### src/rtl/data_memory_dump_reader_pkg.sv
// Shared definitions for the data-memory dump reader: FSM state encodings
// and a small width helper used to size counters.
package data_memory_dump_reader_pkg;

  localparam int STATE_W = 3;

  localparam logic [STATE_W-1:0] ST_IDLE    = 3'd0;
  localparam logic [STATE_W-1:0] ST_LOAD    = 3'd1;
  localparam logic [STATE_W-1:0] ST_SEND    = 3'd2;
  localparam logic [STATE_W-1:0] ST_WAIT_TX = 3'd3;
  localparam logic [STATE_W-1:0] ST_NEXT    = 3'd4;
  localparam logic [STATE_W-1:0] ST_DONE    = 3'd5;

  // Bits needed to count 0..n-1, never less than one bit.
  function automatic int cnt_width(input int n);
    return (n > 1) ? $clog2(n) : 1;
  endfunction

endpackage

### src/rtl/data_memory_dump_reader_word_byte_serializer.sv
// Holds the word being dumped and hands it out one byte at a time, MSB first.
// The top byte of word_reg is always the byte currently offered to the UART.
module data_memory_dump_reader_word_byte_serializer
  import data_memory_dump_reader_pkg::*;
#(
  parameter int NB_DATA = 32,
  parameter int NB_BYTE = 8
) (
  input  logic               clk,
  input  logic               rst_n,
  input  logic               load,
  input  logic [NB_DATA-1:0] load_data,
  input  logic               shift,
  output logic [NB_BYTE-1:0] tx_byte,
  output logic               last
);

  localparam int BYTES_PER_WORD = NB_DATA / NB_BYTE;
  localparam int CNT_W          = cnt_width(BYTES_PER_WORD);
  localparam logic [CNT_W-1:0] LAST_BYTE = CNT_W'(BYTES_PER_WORD - 1);

  logic [NB_DATA-1:0] word_reg;
  logic [CNT_W-1:0]   byte_cnt;

  // Capture a fresh word, or move the next byte into the top slot.
  // NOTE: state registers use non-blocking (<=) so every flop samples pre-edge values.
  always_ff @(posedge clk or negedge rst_n) begin
    if (!rst_n) begin
      // NOTE: word_reg is a plain register, not a RAM, so it is reset to keep o_tx_data at 0.
      word_reg <= '0;
      byte_cnt <= '0;
    end else if (load) begin
      word_reg <= load_data;
      byte_cnt <= '0;
    end else if (shift) begin
      word_reg <= word_reg << NB_BYTE;
      if (!last) byte_cnt <= byte_cnt + CNT_W'(1);
    end
  end

  assign last    = (byte_cnt == LAST_BYTE);
  assign tx_byte = word_reg[NB_DATA-1 -: NB_BYTE];

endmodule

### src/rtl/data_memory_dump_reader.sv
// Debug-side sweep of the data memory: reads every word from address 0 up to
// RAM_DEPTH-1 and streams it MSB-first, one byte per UART transmission.
// All outputs are decoded from registered state only.
module data_memory_dump_reader
  import data_memory_dump_reader_pkg::*;
#(
  parameter int NB_DATA   = 32,
  parameter int RAM_DEPTH = 256,
  parameter int NB_BYTE   = 8
) (
  input  logic               i_clock,
  input  logic               i_reset_n,
  input  logic               i_start,
  input  logic [NB_DATA-1:0] i_mem_read_data,
  output logic [NB_DATA-1:0] o_mem_address,
  output logic               o_mem_read_enable,
  output logic               o_mem_valid,
  output logic [NB_BYTE-1:0] o_tx_data,
  output logic               o_tx_start,
  input  logic               i_tx_done,
  output logic               o_busy,
  output logic               o_done
);

  localparam int ADDR_W = cnt_width(RAM_DEPTH);
  localparam logic [ADDR_W-1:0] LAST_ADDR = ADDR_W'(RAM_DEPTH - 1);

  logic [STATE_W-1:0] state;
  logic [STATE_W-1:0] next_state;
  logic [ADDR_W-1:0]  addr;
  logic               ser_load;
  logic               ser_shift;
  logic               ser_last;

  // Next-state decode; i_start and i_tx_done only matter in their own states.
  // NOTE: next_state gets a default first so no path through the case infers a latch.
  always_comb begin
    next_state = state;
    case (state)
      ST_IDLE:    if (i_start) next_state = ST_LOAD;
      ST_LOAD:    next_state = ST_SEND;
      ST_SEND:    next_state = ST_WAIT_TX;
      ST_WAIT_TX: if (i_tx_done) next_state = ser_last ? ST_NEXT : ST_SEND;
      ST_NEXT:    next_state = (addr == LAST_ADDR) ? ST_DONE : ST_LOAD;
      ST_DONE:    next_state = ST_IDLE;
      default:    next_state = ST_IDLE;
    endcase
  end

  // State register.
  always_ff @(posedge i_clock or negedge i_reset_n) begin
    if (!i_reset_n) state <= ST_IDLE;
    else            state <= next_state;
  end

  // Word address: cleared on a new dump, advanced between words, never wraps.
  always_ff @(posedge i_clock or negedge i_reset_n) begin
    if (!i_reset_n) begin
      addr <= '0;
    end else if (state == ST_IDLE && i_start) begin
      addr <= '0;
    end else if (state == ST_NEXT && addr != LAST_ADDR) begin
      addr <= addr + ADDR_W'(1);
    end
  end

  assign ser_load  = (state == ST_LOAD);
  assign ser_shift = (state == ST_WAIT_TX) && i_tx_done;

  data_memory_dump_reader_word_byte_serializer #(
    .NB_DATA (NB_DATA),
    .NB_BYTE (NB_BYTE)
  ) u_serializer (
    .clk       (i_clock),
    .rst_n     (i_reset_n),
    .load      (ser_load),
    .load_data (i_mem_read_data),
    .shift     (ser_shift),
    .tx_byte   (o_tx_data),
    .last      (ser_last)
  );

  assign o_mem_address     = NB_DATA'(addr);
  assign o_mem_read_enable = (state == ST_LOAD);
  assign o_mem_valid       = (state == ST_LOAD);
  assign o_tx_start        = (state == ST_SEND);
  assign o_busy            = (state != ST_IDLE);
  assign o_done            = (state == ST_DONE);

endmodule

### config.mk
export PLATFORM = sky130hd
export DESIGN_NAME = data_memory_dump_reader
export DESIGN_NICKNAME = d
export VERILOG_FILES = /design/src/rtl/data_memory_dump_reader_pkg.sv /design/src/rtl/data_memory_dump_reader_word_byte_serializer.sv /design/src/rtl/data_memory_dump_reader.sv
export SDC_FILE = /design/constraint.sdc
export NUM_CORES = 1
export LEC_CHECK = 0
export CAP_MARGIN = 20
export CORE_MARGIN = 2
export CORE_UTILIZATION = 47
export CTS_BUF_LIST = sky130_fd_sc_hd__clkbuf_4 sky130_fd_sc_hd__clkbuf_8
export DETAILED_ROUTE_END_ITERATION = 8
export PLACE_DENSITY = 0.91
export SLEW_MARGIN = 20
export SYNTH_ARGS = -nofsm -noshare
export SYNTH_HDL_FRONTEND = slang
export SYNTH_SLANG_ARGS = --single-unit
### constraint.sdc
create_clock -name i_clock -period 2.15 [get_ports i_clock]
set_clock_uncertainty 0.05 [all_clocks]
set_input_delay 0.5375 -clock i_clock [delete_from_list [all_inputs] [get_ports i_clock]]
set_output_delay 0.5375 -clock i_clock [all_outputs]
set_load 0.02 [all_outputs]
==> run_1/met1.png <==
The bar under the picture is 20 um long.
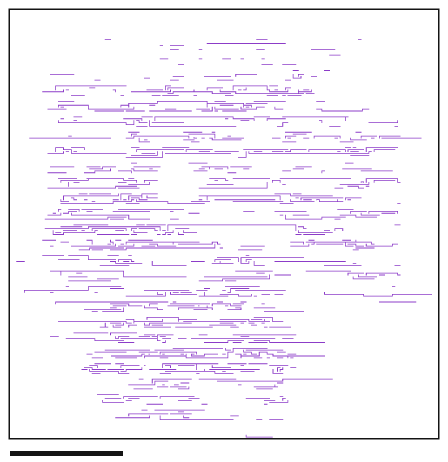
The layer holds 43% of the routed length. The wires run mostly horizontal. The layer carries 2290 um of wire. The longest straight run is 22.5 um. 284 nets have wire on it.

==> run_1/met2.png <==
The bar under the picture is 20 um long.
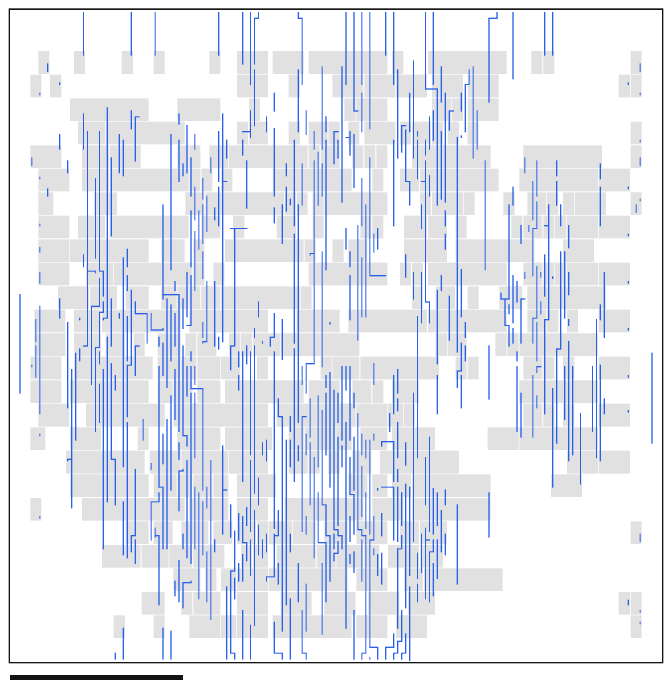
The longest straight run is 26.3 um. The layer carries 2640 um of wire. The wires run mostly vertical. 287 nets have wire on it.

==> run_1/met3.png <==
The bar under the picture is 20 um long.
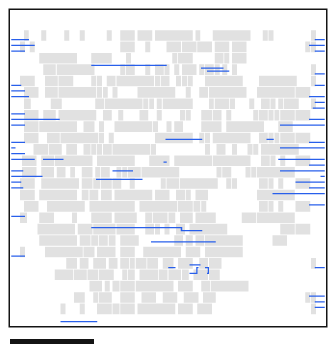
The layer holds 5.6% of the routed length. The longest straight run is 21.4 um. The layer carries 296 um of wire. 55 nets have wire on it.

==> run_1/final_congestion.png <==
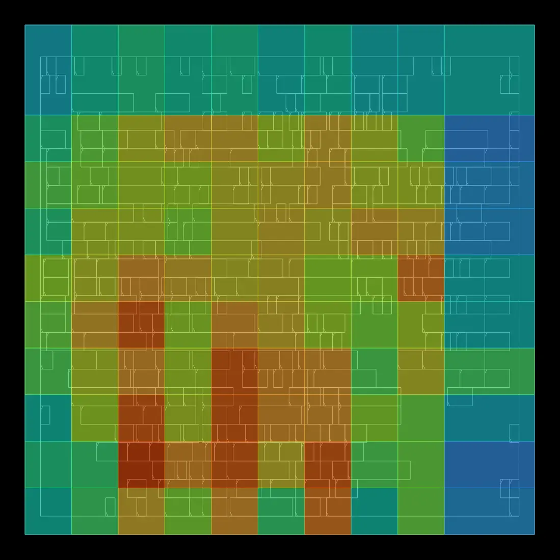
Most Crowded Layer GR: met2
total track usage: 19.96%

[run 1: cell usage in the layout, fill, tap and decap left out, types with 5 or more instances in the layout]
cell,n
a22o_1,8
a31oi_1,25
buf_4,9
clkbuf_8,5
clkdlybuf4s50_1,50
conb_1,24
dfrtp_1,45
nand2_1,51
nor2_1,26
nor3_1,5
[run 1: metrics by stage]
stage	area, um2	std cells	util (%)	total power, mW	setup WS, ns
floorplan	2485	282	-	2.672	0.1837
global placement	2885	367	59.90	3.104	0.07712
detailed placement	2885	367	59.90	3.189	0.03355
CTS	2999	375	62.26	3.847	0.02422
global route	2989	375	62.05	4.088	0.01063
finish	2989	375	62.05	3.824	0.1006
[run 1: worst max-delay path, stage by stage, from the launching register on]
cell and delay, ns:
dfrtp_1 0.41, buf_4 0.20, nor3b_1 0.19, dlygate4sd2_1 0.37
==> reports/qor.yml, run 1 <==
power_and_ir_drop:
  cellLeakagePower_nw: 1.342
  pwr-share-comb_pct: 43.9
  ir_worst_vdd_mv: 0.7215
  power.switching_mw: 1.492
  powerComb_mw: 1.68
  p_clk_share_pct: 16.9
  power.group.top: "combinational cells"
layout:
  largest_register_ffs: 32
  clk_share_pct: 3.851
  sh_comb_area_pct: 34.37
  logic_gates: 187
  buffer_area_share_pct: 21.05
  drive_above_1_share_pct: 8.766
  seq_cells: 45
  comb_area_um2: 1027
  flop_area_um2: 1126
  fin_nets: 345
  nonClockBufferCount: 66
placement:
  gp_congestion: 0.7830
route:
  wl_met3_um: 296
  drt-initial-drc-count: 104
  viasPerCell: 5.173
  routedWlPerCell_um: 14.12
  drt_pass1_iterations: 4
  antenna_left: 0
die:
  core_um2: 4817
  die_x_um: 75.44
  tap_cells: 67
  chip_area_um2: 5690
  boundaryPins: 81
global_route:
  grt_pass1_vias: 1782
  overflow: 0
  antenna_found_initial: 0
  met3_usage_pct: 4.762
  grt_max_degree: 49
  use_met1_pct: 26.81
timing:
  setup-tns-final_ns: 0
  finalCritPeriodShare_pct: 95.32
  hold_viol: 0
  rsz0062_at_grt: "no"
  setup_violations: 0
  maxSlewHeadroom_pct: 63.71
critical_path:
  rr_startpoint: "addr[0]$_DFFE_PN0P_"
  r2r_cells: 4
  rrSetupSlack_ns: 0.40
  crit_path_end: "o_done"
  cp_max_fo: 13
  startpoint: "state[1]$_DFFE_PN0P_"
run_status:
  status: "completed"
yosys:
  ys_ff: 45
  top_area_cell: "dfrtp_1"
  yosysCellCount: 259
  ys_sh_simple_pct: 22.43
  yosys-stat-area_um2: 2399
  synth_area_um2: 2399
  ys_warn_count: 0
  edf_count: 0
  xor_area_share_pct: 0
  fa_ha_area_share_pct: 1.043
clocking:
  clk_latency_ns: 0.30
  clkSinkCount: 45
  htree_levels: 2
  clockRootBuffer: "clkbuf_8"
  cts_resized: 9
  cts_tree: "done"
  cts_hold_buf: 0
  numCtsBuffers: 5
min_path:
  hold_path_class: "in -> async"
==> run 1 -> run 2 <==
CORE_MARGIN = 1.5   (was 2)
CORE_UTILIZATION = 51   (was 47)
PLACE_DENSITY = 0.95   (was 0.91)
clock period = 2.5 ns   (was 2.15 ns; I/O delays follow)
==> run_2/met2.png <==
The bar under the picture is 20 um long.
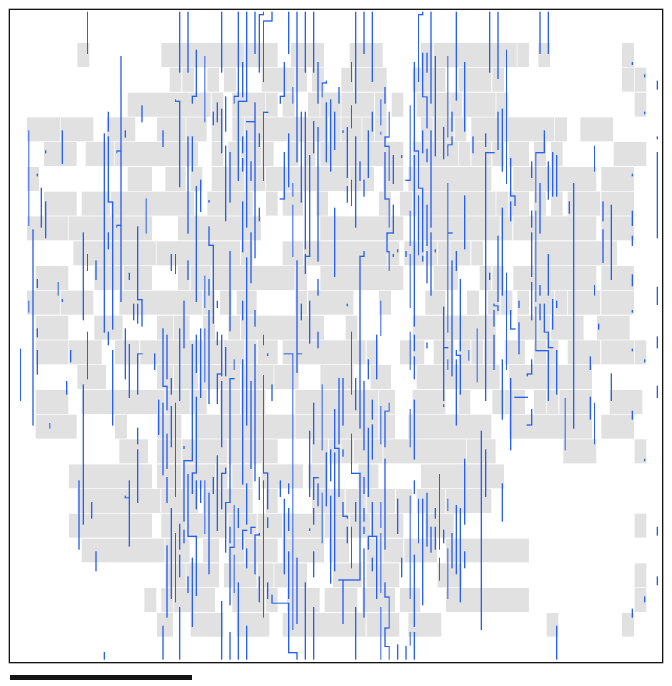
The layer holds 46% of the routed length. The longest straight run is 30.3 um. The layer carries 2230 um of wire.

==> run_2/met1.png <==
The bar under the picture is 20 um long.
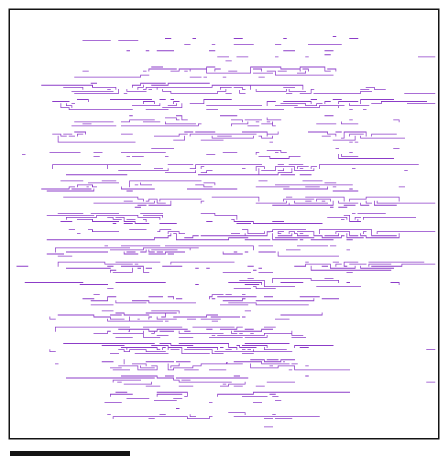
The layer holds 47% of the routed length. The wires run mostly horizontal. The layer carries 2270 um of wire. 281 nets have wire on it.

==> run 2 against run 1 <==
Sequential share of layout area grew 0.35 points; largest power group unchanged; worst setup slack better by 0.014 ns; combinational power fell by 15%; via count shrank 1.2%; critical endpoint is now o_tx_start; cell area fell by 0.92%; routed wire length decreased by 8.5%; sequential power down 15%; hold slack better by 0.19 ns; largest cell class unchanged.
==> reports/qor.yml, run 2 <==
clocking:
  post_cts_buffers: 0
  htree_levels: 2
  cts_hold_buf: 0
  cts_resized: 0
  clockRootBuffer: "clkbuf_8"
  clk_latency_ns: 0.30
  clkSinkCount: 45
  path_clk_slew_ns: 0.08
  cts_max_path_buffers: 2
  cts_tree: "done"
  numCtsBuffers: 5
die:
  num_rows: 24
  chip_area_um2: 5124
  fp_util_pct: 53.97
  tap_cells: 52
  die_y_um: 71.58
  boundaryPins: 81
  die_x_um: 71.58
  core_um2: 4444
yosys:
  topCellsByArea: "dfrtp_1, buf_4, nand2_1, a31oi_1, nor2_1"
  yosysCellCount: 259
  synth_cells: 259
  ys_seq_share_pct: 46.95
  top_cells_by_count: "nand2_1, dfrtp_1, buf_4, nor2_1, a31oi_1"
  ys_ff: 45
  edf_count: 0
  synth_area_um2: 2399
  ys_types: 43
  async_flop_share_pct: 100.0
  ys_warn_count: 0
  postSynthAreaPerCell_um2: 9.261
  yosys-stat-area_um2: 2399
  top_area_cell: "dfrtp_1"
  yosys_most_used_dff: "dfrtp_1"
  synth_top_area_share_pct: 46.95
  yosysMostFrequentCell: "nand2_1"
layout:
  post-route-cell-area_um2: 2962
  seq_cells: 45
  fillerInstances: 367
  drive_above_1_share_pct: 7.190
  nNonClkInverters: 2
  largest_class: "registers"
  fin_nets: 343
  logic_gates: 187
  nonClockBufferCount: 64
  final_cells: 358
  antenna_cells: 0
  seq_share_pct: 38.02
  largest_register_ffs: 32
  sh_comb_area_pct: 34.60
  areaGrowthSynthToFinish_pct: 23.47
  layout_top_cells: "clkdlybuf4s50_1, nand2_1, dfrtp_1"
  lay_top_count: "clkdlybuf4s50_1"
  clk_share_pct: 3.887
  flop_area_um2: 1126
  buffer_area_share_pct: 21.04
  comb_area_um2: 1025
power_and_ir_drop:
  ir_worst_vdd_mv: 0.6781
  total_power_mw: 3.263
  pwr-share-comb_pct: 43.7
  seq_power_mw: 1.28
  internal_power_mw: 2.008
  power_frac_seq_pct: 39.2
  swShare_pct: 38.47
  power.switching_mw: 1.255
  cellLeakagePower_nw: 1.372
  clock_power_mw: 0.558
  p_clk_share_pct: 17.1
  powerComb_mw: 1.43
  power.group.top: "combinational cells"
  power.density_nw_per_um2: 1102
route:
  drt-initial-drc-count: 206
  wl_met1_um: 2270
  viasPerCell: 5.352
  route.met2.wl_um: 2233
  wl_met3_um: 241
  routed.top_layer: "met4"
  drc: 0
  antenna_left: 0
  route.vias.total: 1916
  wl_um: 4844
  drt_pass1_iterations: 8
critical_path:
  crit_chain: "buf_4 -> nor3b_1 -> clkdlybuf4s50_1"
  cp_num_cells: 3
  cp_max_fo: 12
  rr_startpoint: "addr[0]$_DFFE_PN0P_"
  crit_slowest_cell: "clkdlybuf4s50_1"
  cpLargestDelayFamily: "buffers and inverters"
  max_stage_delay_ns: 0.64
  critPathCaptureType: "output pin"
  critPathKind: "reg -> out"
  startpoint: "state[0]$_DFFE_PN0P_"
  critPathArrivalTime_ns: 1.71
  r2r_cells: 4
  r2r-end: "addr[1]$_DFFE_PN0P_"
  worst-path-buf-inv: 2
  required_ns: 1.82
  rrSetupSlack_ns: 0.79
  crit_path_end: "o_tx_start"
timing:
  max_freq_mhz: 419.3
  worst_slew_pin_slew_ns: 0.7884
  setup_violations: 0
  setup-tns-final_ns: 0
  rsz0062_at_grt: "no"
  drv_slew: 0
  period_needed_ns: 2.385
  maxSlewHeadroom_pct: 47.44
  hold_viol: 0
  finalCritPeriodShare_pct: 95.40
  hold_slack_ns: 0.3457
flow_run:
  max_cap_violations: 0
  warnings: 26
min_path:
  hold_path_class: "in -> async"
placement:
  placed_cells: 350
  gp_congestion: 0.7586
  place_area_um2: 2839
  numPortBuffers: 56
  dp_hpwl_um: 3468
global_route:
  grt_pass1_wl_um: 7997
  grt_max_degree: 49
  overflow: 0
  grt_pass1_vias: 1802
  antenna_found_initial: 0
run_status:
  status: "completed"
==> run_2/final_congestion.png <==
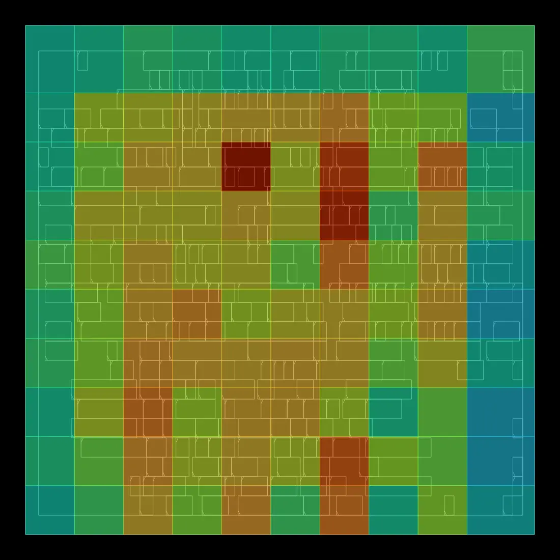
per-cell routed wire length: 13.53 um
met3 Resource Use GR: 5.063%
Core Util, Final: 66.64%
total track usage: 19.87%
GR Util met2: 31.15%

==> run 2: cells by family after synthesis <==
| logic type | after synthesis | share of synthesized area [%] |
|---|---|---|
| buffers and inverters | 50 | 13.93 |
| AOI/OAI and AO/OA | 50 | 14.66 |
| DFF | 45 | 46.95 |
| muxes | 2 | 0.8347 |
| and+or+nand+nor | 109 | 22.43 |
| adders and majority gates | 2 | 1.043 |
| other | 1 | 0.1563 |
==> run 2: metal layers <==
layer | vias up | GRT usage (%)
li1 | 943 | -
met3 | 9 | 5.063
met2 | 66 | 31.15
met1 | 898 | 26.18
met4 | 0 | 9.015
met5 | - | 0
==> run 2: through the flow <==
stage,worst slack [ns],utilization [%]
floorplan,0.4462,-
global placement,0.3733,63.88
detailed placement,0.3367,63.88
CTS,0.02544,66.47
global route,0.06489,66.64
finish,0.1150,66.64
==> run 2 -> run 3 <==
ABC_AREA = 1   (was not set)
==> run_3/met1.png <==
The bar under the picture is 20 um long.
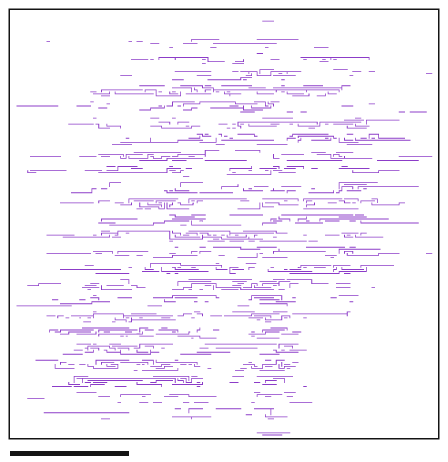
The layer carries 2040 um of wire. 322 nets have wire on it. The wires run mostly horizontal.

==> run_3/met3.png <==
The bar under the picture is 20 um long.
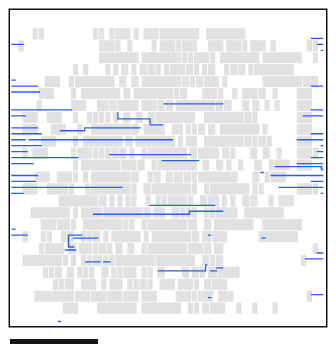
The wires run mostly horizontal. The layer carries 380 um of wire. 54 nets have wire on it. The layer holds 7.5% of the routed length. The longest straight run is 32.7 um.

==> run 3 against run 2 <==
Final cell count rose by 13%; synthesized cell count rose by 17%; non-clock buffer count fell by 4; combinational power fell by 15%; via count rose by 7.3%; count of clock-buffer cells in the layout rose by 1; cell area fell by 0.51%; register-to-register slack got worse by 0.05 ns; flip-flop count did not move; synthesized area rose by 1.5%; worst setup slack improved by 0.016 ns.
==> reports/qor.yml, run 3 <==
yosys:
  synth_top_area_share_pct: 46.25
  ys_sh_aoi_pct: 3.289
  top_area_cell: "dfrtp_1"
  topCellsByArea: "dfrtp_1, nand2_1, nand3_1, buf_4, buf_6"
  edf_count: 0
  ys_top_logic_family: "simple AND/OR/NAND/NOR gates"
  ys_sh_simple_pct: 32.79
  ys_warn_count: 0
  yosys_most_used_dff: "dfrtp_1"
  async_flop_share_pct: 100.0
  mux_share_pct: 0
  synth_area_um2: 2435
  xor_area_share_pct: 1.079
  top_cells_by_count: "nand2_1, nand3_1, dfrtp_1, buf_4"
  yosysCellCount: 304
  yosys-stat-area_um2: 2435
global_route:
  overflow: 0
  gr-usage-all-layers_pct: 20.19
  grt_pass1_wl_um: 8114
  use_met2_pct: 32.61
  grt_pass1_vias: 1901
  top_usage_layer: "met2"
  grt_max_degree: 35
die:
  fp_util_pct: 54.42
  num_rows: 24
  core_um2: 4474
  die_x_um: 72.10
  boundaryPins: 81
critical_path:
  rrSetupSlack_ns: 0.74
  crit_slowest_cell: "clkdlybuf4s50_1"
  r2r_cells: 7
  cpLargestDelayFamily: "buffers and inverters"
  rr_startpoint: "state[1]$_DFFE_PN0P_"
  worst-path-buf-inv: 2
  r2r-end: "u_serializer.word_reg[17]$_DFFE_PN0P_"
layout:
  fillerInstances: 375
  layout_top_cells: "nand2_1, nand3_1, clkdlybuf4s50_1"
  largest_register_ffs: 32
  antenna_cells: 0
  lay_top_count: "nand2_1"
  flop_area_um2: 1126
placement:
  gp_congestion: 0.7853
  place_area_um2: 2845
  dp_hpwl_um: 3750
clocking:
  clkSinkCount: 45
  path_clk_slew_ns: 0.08
  post_cts_buffers: 0
  clockRootBuffer: "clkbuf_8"
  cts_max_path_buffers: 2
  htree_levels: 2
  numCtsBuffers: 5
power_and_ir_drop:
  ir_worst_vdd_mv: 0.5067
  cellLeakagePower_nw: 1.429
  clock_power_mw: 0.484
  seq_power_mw: 1.19
  power_frac_seq_pct: 41.2
  pwr-share-comb_pct: 42.0
  p_clk_share_pct: 16.7
route:
  routedWlPerCell_um: 12.60
  viasPerCell: 5.102
  drt_pass1_iterations: 4
  wl_met3_um: 379
  routed.top_layer: "met4"
  route.met2.wl_um: 2587
  route.vias.total: 2056
  wl_met1_um: 2036
timing:
  setup_violations: 0
  drv_slew: 0
  max_freq_mhz: 422.1
  setup-tns-final_ns: 0
  period_needed_ns: 2.369
run_status:
  status: "completed"
flow_run:
  warnings: 26
==> run_3/met2.png <==
The bar under the picture is 20 um long.
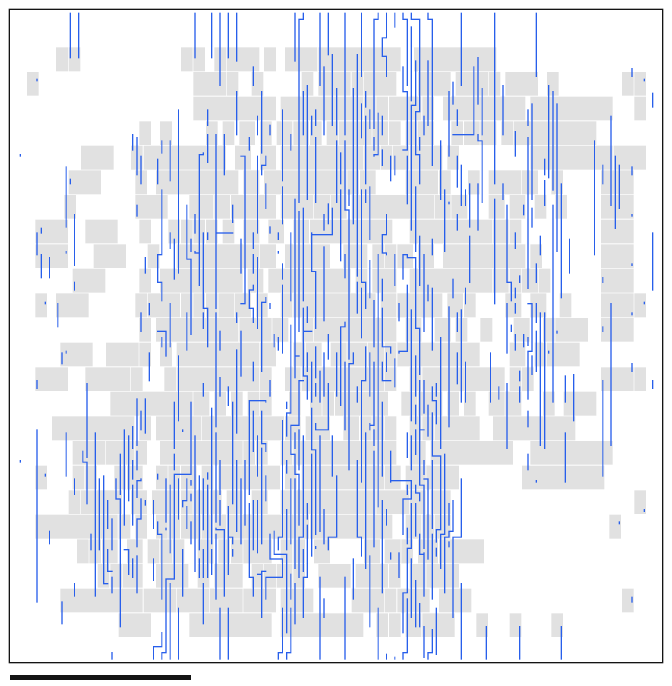
308 nets have wire on it. The layer carries 2590 um of wire. The wires run mostly vertical. The longest straight run is 27.9 um.

## run 3: cell type report
cell class	instances	area share (%)
sequential	45	38.22
multi-input combinational	225	34.61
timing repair buffer	60	19.87
clock buffer	7	3.270
tap	52	2.208
inverter	13	1.656
clock inverter	1	0.1699
## run 3: worst max path at each step
stage | from | end | slack (ns) | cells after the start
floorplan | state[2]$_DFFE_PN0P_ | o_mem_valid | 0.63 | 5
global placement | state[0]$_DFFE_PN0P_ | o_done | 0.46 | 3
detailed placement | state[0]$_DFFE_PN0P_ | o_done | 0.44 | 3
CTS | state[2]$_DFFE_PN0P_ | o_mem_read_enable | 0.13 | 4
global route | state[0]$_DFFE_PN0P_ | o_done | 0.06 | 3
finish | state[0]$_DFFE_PN0P_ | o_done | 0.13 | 3
Power is estimated from default activity; no workload was simulated.
